**config.mk**
```make
export PLATFORM = sky130hd
export DESIGN_NAME = mod_n_toggle_counter
export DESIGN_NICKNAME = d
export VERILOG_FILES = /design/src/rtl/mod_n_toggle_counter.sv
export SDC_FILE = /design/constraint.sdc
export NUM_CORES = 1
export LEC_CHECK = 0
export ABC_AREA = 1
export CORE_MARGIN = 2
export CORE_UTILIZATION = 47
export DETAILED_ROUTE_END_ITERATION = 7
export PLACE_DENSITY = 0.78
export SETUP_SLACK_MARGIN = 0.4
export SLEW_MARGIN = 20
export SYNTH_ARGS = -nofsm -noshare
export SYNTH_HDL_FRONTEND = slang
export SYNTH_SLANG_ARGS = --single-unit
```
**constraint.sdc**
```tcl
create_clock -name clk -period 2.6 [get_ports clk]
set_input_delay 0.78 -clock clk [delete_from_list [all_inputs] [get_ports clk]]
set_output_delay 0.78 -clock clk [all_outputs]
set_load 0.005 [all_outputs]
```
**src/rtl/mod_n_toggle_counter.sv**
```systemverilog
// rtl/mod_n_toggle_counter.sv - programmable modulo-N up/down counter with toggle divider stage
//
// Purpose:
//   Counts 0..modulus (modulus+1 states) up or down. It raises a terminal-count
//   pulse (tc) on the wrap cycle. tc drives an internal toggle stage, which gives
//   a divided square wave (div_out) and a separately registered complement
//   (div_outb). With en held high the div_out period is 2*(modulus+1) clocks.
//
// Ports:
//   clk       in   rising-edge clock
//   rst       in   asynchronous active-low reset
//   en        in   count enable (hold when 0)
//   up        in   direction, 1 = up, 0 = down
//   load      in   synchronous load strobe, priority over en
//   load_val  in   load value, clamped to modulus
//   modulus   in   maximum count M
//   count     out  registered count
//   tc        out  combinational terminal-count pulse (toggle-stage T input)
//   div_out   out  toggle-stage output
//   div_outb  out  registered complement of div_out

module mod_n_toggle_counter #(
  parameter int WIDTH = 4
) (
  input  logic             clk,
  input  logic             rst,
  input  logic             en,
  input  logic             up,
  input  logic             load,
  input  logic [WIDTH-1:0] load_val,
  input  logic [WIDTH-1:0] modulus,
  output logic [WIDTH-1:0] count,
  output logic             tc,
  output logic             div_out,
  output logic             div_outb
);

  logic [WIDTH-1:0] count_q, count_d;
  logic             div_q, div_d;
  logic             divb_q, divb_d;
  logic             oor;
  logic             term;
  logic             tc_int;

  always_comb begin
    // A count above the modulus can only occur after the modulus is lowered
    // mid-count. It suppresses tc and snaps the count back to 0.
    oor    = (count_q > modulus);
    term   = up ? (count_q == modulus) : (count_q == '0);
    tc_int = rst & en & ~load & term & ~oor;

    count_d = count_q;
    div_d   = div_q;
    divb_d  = divb_q;

    if (load) begin
      count_d = (load_val > modulus) ? modulus : load_val;
    end else if (en) begin
      // Wrap is done by compare, never by natural overflow, so any modulus works.
      if (oor) begin
        count_d = '0;
      end else if (up) begin
        count_d = term ? '0 : count_q + WIDTH'(1);
      end else begin
        count_d = term ? modulus : count_q - WIDTH'(1);
      end
      div_d  = div_q ^ tc_int;
      // Complement comes from its own flop so both outputs switch on the same edge.
      divb_d = ~(div_q ^ tc_int);
    end
  end

  always_ff @(posedge clk or negedge rst) begin
    if (!rst) begin
      count_q <= '0;
      div_q   <= 1'b0;
      divb_q  <= 1'b1;
    end else begin
      count_q <= count_d;
      div_q   <= div_d;
      divb_q  <= divb_d;
    end
  end

  assign count    = count_q;
  assign tc       = tc_int;
  assign div_out  = div_q;
  assign div_outb = divb_q;

endmodule

```
**Wiring by layer**

Scale bar: 10 um.
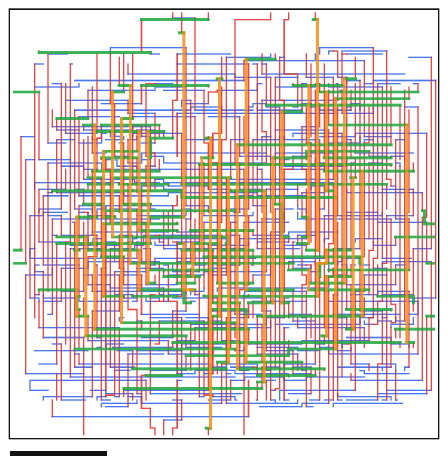
Green marks M3, wire length 661 um. Blue marks M1, wire length 1530 um. Red marks M2, wire length 2130 um. Orange marks M4, wire length 521 um.
Vias: 1346
drt wl/cell: 24.2 um
drt total wl: 4840 um
overall routing resource usage: 40.1%

**Placement view**

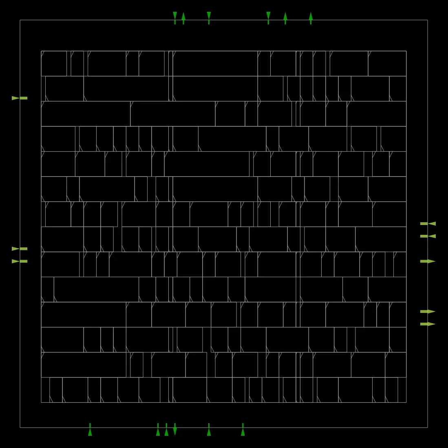
TAP cells: 16
Row Count: 14
final core utilization: 95.5%
flop share of the area: 10.5%

**I/O nets highlighted**

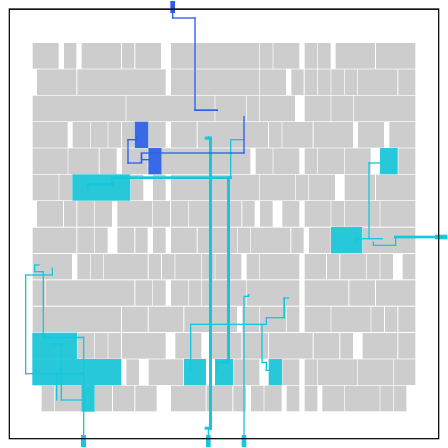
Blue marks en, bits 1, direction input, end cells 2, buffers 1, wire 35.9 um. Cyan marks modulus, bits 4, direction input, end cells 9, buffers 5, wire 186 um.

**Pin placement**

Pins as bars across the die edge, other pins in gray.
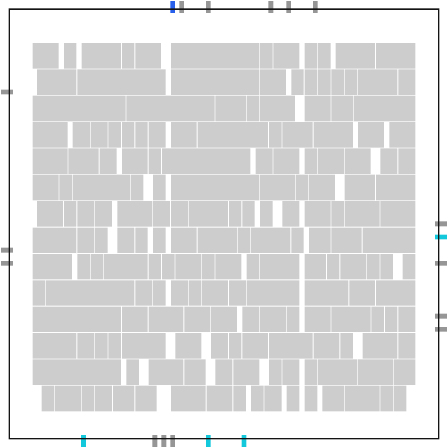
Blue marks en, pins 1, direction input, edge north. Cyan marks modulus, pins 4, direction input, edge 3 south, 1 east.
All pins by edge: 6 north, 6 south, 5 east, 3 west.
PortBufs: 19
Die Y: 44.2 um
Die Width: 44.2 um

## metal layers
layer  up-vias  share of wire, %  track usage, %
met1       586                32            39.7
met3        73                14            11.4
met5         -                 0               0
li1        517                 -               -
met2       170                44            71.8
met4         0                11            26.7
## timing repair
item,in CTS,in global routing
setup endpoints to repair,7,4
gates resized,43,13
pin swaps,8,7
setup buffers,18,3
## cell families (layout without fill, tap and decap cells)
logic type      count (synthesis)  in the layout  synth area share, %
flops                           6              6                 20.0
simple gates                   73             73                 43.6
fa+ha+maj                      10             10                 16.5
buf+inv                        25             85                 12.4
compound gates                 10             10                 7.59
## critical path: cells and delay by family
family / cells / cell delay, ns
adders and majority gates: 1 / 0.26
buffers and inverters: 4 / 0.30
AOI/OAI and AO/OA: 1 / 0.19
and+or+nand+nor: 4 / 0.41
==> GITHUB_STEP_SUMMARY <==
## PnR job results

| Metric | Value |
|---|---|
| Status | `complete, but fails checks` |
| Violated checks | `negative setup slack` |
| Worst Setup SP | `modulus[1]` |
| Main synth FF type | `dfrtp_1` |
| Power Density | `between 500 and 600 mW/mm^2` |
| Post-Syn Area | `758 sq um` |
| Finished Layout Cells | `~200` |
| Post-synth top area cell | `nand2_1` |
| Most used cell, CP | `nand2_2` |
| Dominant logic cell type in the layout | `nand2_1` |
| DRC | `0` |
| Setup Total Neg Slack | `-0.270 ns` |
| Power Clock | `102 uW` |
| FILL cells | `around 40` |
| Multi-input gate share of total cell area | `approximately 42%` |
| CP Class | `input pin to output pin` |
| Placed Area | `roughly 0.0011 sq mm` |
| Final setup viols | `3` |
| Number of placed cells counting well taps | `about 180` |
| Sequential power | `approximately 150 uW` |
| Global-route wire length before repair | `5520 um` |
| Worst slack, placed | `-0.976 ns` |
| Number of distinct library cells after synthesis | `18` |
| Post-route setup slack | `-0.128 ns` |
| Post-synthesis area per instance | `6.11 sq um` |
| Setup crit end | `tc` |
| Full die area | `0.00195 sq mm` |
| Core Box Area | `0.00151 sq mm` |
| H-tree depth | `1` |
| Seq pwr share | `between 20% and 30%` |
| Max Cap Viol | `0` |
| Floorplan core density | `50.3%` |
Power figures rest on the tool's default switching activity, not on a simulated workload.
